**config.mk**
```make
export PLATFORM = sky130hd
export DESIGN_NAME = float_wb_arbiter
export DESIGN_NICKNAME = d
export VERILOG_FILES = /design/src/rtl/fwb_pkg.sv /design/src/rtl/fwb_fifo.sv /design/src/rtl/float_wb_arbiter.sv
export SDC_FILE = /design/constraint.sdc
export NUM_CORES = 1
export LEC_CHECK = 0
export CORE_UTILIZATION = 25
export DETAILED_ROUTE_END_ITERATION = 7
export PLACE_DENSITY = 0.54
export SLEW_MARGIN = 20
export SYNTH_ARGS = -nofsm -noshare
export SYNTH_HDL_FRONTEND = slang
export SYNTH_HIERARCHICAL = 1
export SYNTH_SLANG_ARGS = --single-unit
```
**constraint.sdc**
```tcl
create_clock -name clk -period 7.3 [get_ports clk]
set_clock_uncertainty 0.2 [all_clocks]
set_input_delay 1.095 -clock clk [delete_from_list [all_inputs] [get_ports clk]]
set_output_delay 1.095 -clock clk [all_outputs]
set_load 0.005 [all_outputs]
```
**src/rtl/fwb_pkg.sv**
```systemverilog
// Shared types and constants for the floating-point writeback arbiter.
//   fwb_entry_t : one queued FPU result (valid bit, destination, data)
//   fwb_src_e   : which producer drives the write port in a given cycle
package fwb_pkg;

  localparam int FREG_ADDR_W = 5;
  localparam int FREG_DATA_W = 32;

  typedef struct packed {
    logic                   valid;
    logic [FREG_ADDR_W-1:0] rd;
    logic [FREG_DATA_W-1:0] data;
  } fwb_entry_t;

  typedef enum logic [1:0] {
    SRC_NONE,
    SRC_LOAD,
    SRC_FIFO,
    SRC_BYPASS
  } fwb_src_e;

endpackage

```
**src/rtl/fwb_fifo.sv**
```systemverilog
// In-order FPU result queue with per-entry squash by destination register.
// Optional macro: FWB_PENDING_EN adds pend_mask (rd mask of valid entries).
// Ports:
//   clk, rst_n     : clock, synchronous active-low reset
//   push_i         : enqueue push_entry at the tail (caller guarantees not full)
//   pop_i          : drop the head (caller guarantees not empty)
//   squash_en/rd   : clear valid of every stored entry whose rd matches
//   head           : current head entry
//   empty, count   : occupancy
//   pend_mask      : (FWB_PENDING_EN) bit r set if a valid entry targets r
module fwb_fifo
  import fwb_pkg::*;
#(
  parameter int DEPTH = 4,
  localparam int CW = $clog2(DEPTH + 1),
  localparam int PW = $clog2(DEPTH)
) (
  input  logic                   clk,
  input  logic                   rst_n,
  input  logic                   push_i,
  input  fwb_entry_t             push_entry,
  input  logic                   pop_i,
  input  logic                   squash_en,
  input  logic [FREG_ADDR_W-1:0] squash_rd,
  output fwb_entry_t             head,
  output logic                   empty,
  output logic [CW-1:0]          count
`ifdef FWB_PENDING_EN
  ,
  output logic [31:0]            pend_mask
`endif
);

  fwb_entry_t [DEPTH-1:0] mem_q, mem_d;
  logic [PW-1:0]          wr_ptr_q, wr_ptr_d;
  logic [PW-1:0]          rd_ptr_q, rd_ptr_d;
  logic [CW-1:0]          count_q, count_d;

  // Popped slots get their valid bit cleared so that valid bits of
  // unoccupied slots are always 0; the pending mask relies on this.
  // The push is applied last so a freshly written entry is never squashed.
  always_comb begin
    mem_d    = mem_q;
    wr_ptr_d = wr_ptr_q;
    rd_ptr_d = rd_ptr_q;
    count_d  = count_q;
    if (squash_en) begin
      for (int unsigned i = 0; i < DEPTH; i++) begin
        if (mem_q[i].rd == squash_rd) mem_d[i].valid = 1'b0;
      end
    end
    if (pop_i) begin
      mem_d[rd_ptr_q].valid = 1'b0;
      rd_ptr_d = rd_ptr_q + PW'(1);
    end
    if (push_i) begin
      mem_d[wr_ptr_q] = push_entry;
      wr_ptr_d = wr_ptr_q + PW'(1);
    end
    count_d = count_q + CW'(push_i) - CW'(pop_i);
  end

  always_ff @(posedge clk) begin
    if (!rst_n) begin
      mem_q    <= '0;
      wr_ptr_q <= '0;
      rd_ptr_q <= '0;
      count_q  <= '0;
    end else begin
      mem_q    <= mem_d;
      wr_ptr_q <= wr_ptr_d;
      rd_ptr_q <= rd_ptr_d;
      count_q  <= count_d;
    end
  end

  assign head  = mem_q[rd_ptr_q];
  assign empty = (count_q == '0);
  assign count = count_q;

`ifdef FWB_PENDING_EN
  always_comb begin
    pend_mask = '0;
    for (int unsigned i = 0; i < DEPTH; i++) begin
      if (mem_q[i].valid) pend_mask[mem_q[i].rd] = 1'b1;
    end
  end
`endif

endmodule

```
**src/rtl/float_wb_arbiter.sv**
```systemverilog
// Drives the FP register file write port from the load pipe (priority,
// never stalled) and the FPU (queued in fwb_fifo, bypassed when idle).
// Optional macro: FWB_PENDING_EN adds the fwb_pending output.
// Ports:
//   clk, rst_n                    : clock, synchronous active-low reset
//   ld_valid/ld_rd/ld_data        : load result, no backpressure
//   fpu_valid/fpu_rd/fpu_data     : FPU result, accepted when fpu_ready
//   fpu_ready                     : FIFO has room (count < DEPTH)
//   FRegWriteEn/FregD/Fdata_to_w  : registered write port
//   fwb_pending                   : (FWB_PENDING_EN) per-register pending mask
module float_wb_arbiter
  import fwb_pkg::*;
#(
  parameter int DEPTH = 4,
  localparam int CW = $clog2(DEPTH + 1)
) (
  input  logic                   clk,
  input  logic                   rst_n,
  input  logic                   ld_valid,
  input  logic [FREG_ADDR_W-1:0] ld_rd,
  input  logic [FREG_DATA_W-1:0] ld_data,
  input  logic                   fpu_valid,
  input  logic [FREG_ADDR_W-1:0] fpu_rd,
  input  logic [FREG_DATA_W-1:0] fpu_data,
  output logic                   fpu_ready,
  output logic                   FRegWriteEn,
  output logic [FREG_ADDR_W-1:0] FregD,
  output logic [FREG_DATA_W-1:0] Fdata_to_w
`ifdef FWB_PENDING_EN
  ,
  output logic [31:0]            fwb_pending
`endif
);

  localparam logic [CW-1:0] DEPTH_C = CW'(DEPTH);

  fwb_entry_t     head, push_entry;
  logic           fifo_empty, push, pop, ld_take, fpu_xfer;
  logic [CW-1:0]  count;
  fwb_src_e       src;

  logic                   wr_en_q, wr_en_d;
  logic [FREG_ADDR_W-1:0] wr_rd_q, wr_rd_d;
  logic [FREG_DATA_W-1:0] wr_data_q, wr_data_d;

`ifdef FWB_PENDING_EN
  logic [31:0] fifo_pend;
`endif

  fwb_fifo #(.DEPTH(DEPTH)) u_fifo (
    .clk        (clk),
    .rst_n      (rst_n),
    .push_i     (push),
    .push_entry (push_entry),
    .pop_i      (pop),
    .squash_en  (ld_take),
    .squash_rd  (ld_rd),
    .head       (head),
    .empty      (fifo_empty),
    .count      (count)
`ifdef FWB_PENDING_EN
    ,
    .pend_mask  (fifo_pend)
`endif
  );

  assign fpu_ready = (count < DEPTH_C);

  always_comb begin
    ld_take  = ld_valid && (ld_rd != '0);
    fpu_xfer = fpu_valid && fpu_ready;

    src = SRC_NONE;
    if (ld_take)                            src = SRC_LOAD;
    else if (!fifo_empty)                   src = SRC_FIFO;
    else if (fpu_xfer && (fpu_rd != '0))    src = SRC_BYPASS;

    pop  = (src == SRC_FIFO);
    // rd=0 transfers are accepted but dropped; they never occupy a slot.
    push = fpu_xfer && (fpu_rd != '0) && (src != SRC_BYPASS);
    push_entry = '{valid: 1'b1, rd: fpu_rd, data: fpu_data};

    wr_en_d   = 1'b0;
    wr_rd_d   = '0;
    wr_data_d = '0;
    unique case (src)
      SRC_LOAD: begin
        wr_en_d   = 1'b1;
        wr_rd_d   = ld_rd;
        wr_data_d = ld_data;
      end
      SRC_FIFO: begin
        // A squashed head is still popped, just without a write.
        if (head.valid) begin
          wr_en_d   = 1'b1;
          wr_rd_d   = head.rd;
          wr_data_d = head.data;
        end
      end
      SRC_BYPASS: begin
        wr_en_d   = 1'b1;
        wr_rd_d   = fpu_rd;
        wr_data_d = fpu_data;
      end
      default: ;
    endcase
  end

  always_ff @(posedge clk) begin
    if (!rst_n) begin
      wr_en_q   <= 1'b0;
      wr_rd_q   <= '0;
      wr_data_q <= '0;
    end else begin
      wr_en_q   <= wr_en_d;
      wr_rd_q   <= wr_rd_d;
      wr_data_q <= wr_data_d;
    end
  end

  assign FRegWriteEn = wr_en_q;
  assign FregD       = wr_rd_q;
  assign Fdata_to_w  = wr_data_q;

`ifdef FWB_PENDING_EN
  always_comb begin
    fwb_pending = fifo_pend;
    if (wr_en_q) fwb_pending[wr_rd_q] = 1'b1;
    fwb_pending[0] = 1'b0;
  end
`endif

endmodule

```
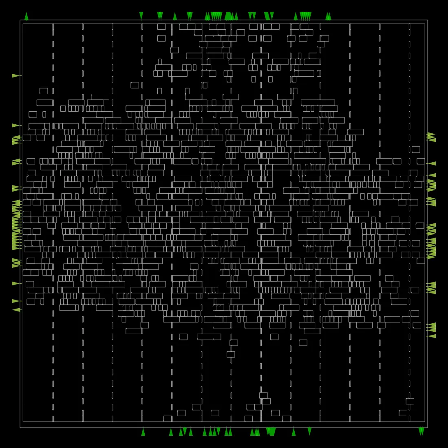
**Above:** cell placement.
sequential cell area share: 36.9%
Tapcells: 455

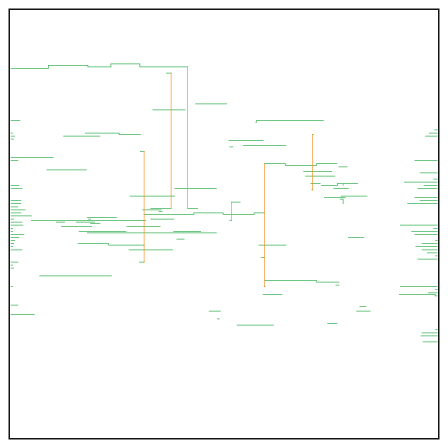
**Above:** signal wires by layer.
Only two layers are drawn.
[green] M3 | wire length: 1210 um
[orange] M4 | wire length: 258 um
GRT Overall Usage: 15.1%
WL/cell: 17.4 um

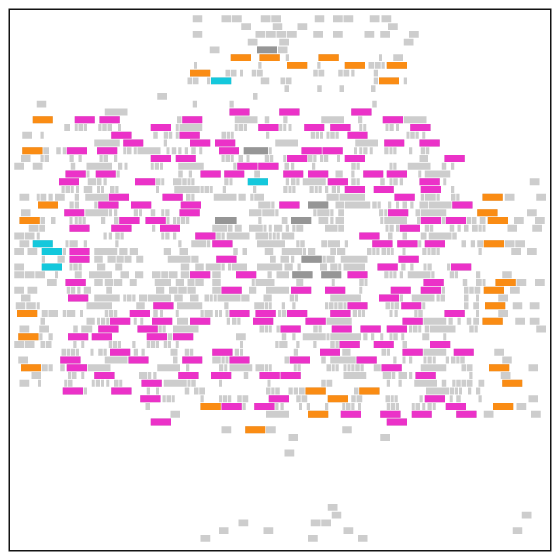
**Above:** sequential cells colored by netlist name.
[magenta] `u_fifo/mem_q` | placed flops: 152
[orange] `Fdata_to_w` | placed flops: 32 | where: all over the die
[cyan] `FregD` | placed flops: 5
not colored: 8

[metrics by stage]
stage / cells / hold WS [ns] / power, mW
floorplan: 1008 / 0.232 / 1.77
global placement: 1504 / 0.238 / 2.01
detailed placement: 1504 / 0.244 / 2.02
CTS: 1536 / 0.255 / 3.00
global route: 1537 / 0.272 / 3.12
finish: 1537 / 0.252 / 2.97
[placed cells by master, fill, tap and decap left out, types with 3 or more instances in the layout]
master	count
and4_1	4
mux4_2	37
a21oi_1	136
buf_4	9
xnor2_1	15
a22o_1	5
a221oi_2	4
nand2_2	4
inv_8	3
clkinvlp_4	3
clkbuf_16	17
xor2_1	9
inv_6	4
a31oi_1	32
and2_4	3
a211oi_1	4
clkdlybuf4s50_1	116
dfxtp_1	195
ha_1	10
a21oi_2	13
nand2_1	336
inv_1	10
nor2_1	12
a22oi_1	5
nand3_1	68
[state kept, by name, summed over array words and instances, names as in the netlist]
register,count
u_fifo/mem_q,152
Fdata_to_w,32
FregD,5
u_fifo/count,3
u_fifo/rd_ptr_q,2
u_fifo/wr_ptr_q,2
FRegWriteEn,1
[final cells by class]
cell class | instances | share of cell area, %
repair buffers | 126 | 11.8
multi-input cells | 715 | 40.0
clock buffers | 17 | 3.98
clock inverters | 15 | 1.59
well taps | 455 | 5.33
inverters | 12 | 0.445
flip-flops and latches | 197 | 36.9
[metal layers]
metal  track usage, %  wire [um]  vias to the layer above  part of all wire [%]
li1                 -          -                     3546                     -
met1             19.9      12200                     3542                    46
met2             25.2      13100                      184                    49
met3             2.85       1210                       17                   4.5
met4             3.47        258                        0                  0.96
met5                0          0                        -                     0
[critical path: cells and delay by family]
family          cells  cell delay (ns)
buf+inv             5             1.17
simple gates        3             1.09
compound gates      1             0.15
fa+ha+maj           3             0.86
xor+xnor            2             0.32
==> results.yml <==
# yosys + openroad results
worst_setup_path:
  crit_chain: "clkdlybuf4s50_1 -> or4_1 -> o21ai_4 -> buf_4 -> inv_2 -> nor2_1 -> ha_1 -> inv_1 -> ha_1 -> inv_1 -> fa_1 -> xor2_1 -> xnor2_1 -> nor2_1"
  crit_type: "in2reg"
  startpoint_type: "input port"
  ff2ff_setup_slack_ns: 4.15
drt:
  wirelength_mm: 26.8
  drt_drc_violations_left: 0
  drt_iter0_markers: 565
sta:
  layout_min_cycle_time_ns: 4.62
synth:
  synth-compound-area-share_pct: 13.9
  synth-xor-area-share_pct: 2.39
  synthArstFlopShare_pct: 0
  top_area_share_pct: 44.9
  synth.logic.top_family: "simple AND/OR/NAND/NOR gates"
  syn_area_um2: 8780
pwr:
  power_top_consumer: "sequential cells"
  ir_drop_uv: 189
  leakagePower_nw: 3.42
  seqPwrFrac_pct: 42.3
  combPwrFrac_pct: 24.9
cts:
  cts_tree: "yes"
  cts_root_buf: "clkbuf_16"
  ctsHoldBuffers: 0
  cts.repair.resized: 0
final_layout:
  logic_area_um2: 4270
  final_core_util_pct: 30.9
  diodes: 0
outcome:
  status: "complete, no violations"
grt:
  overflow: 0
die:
  coreArea_um2: 34500
Power is estimated from default activity; no workload was simulated.
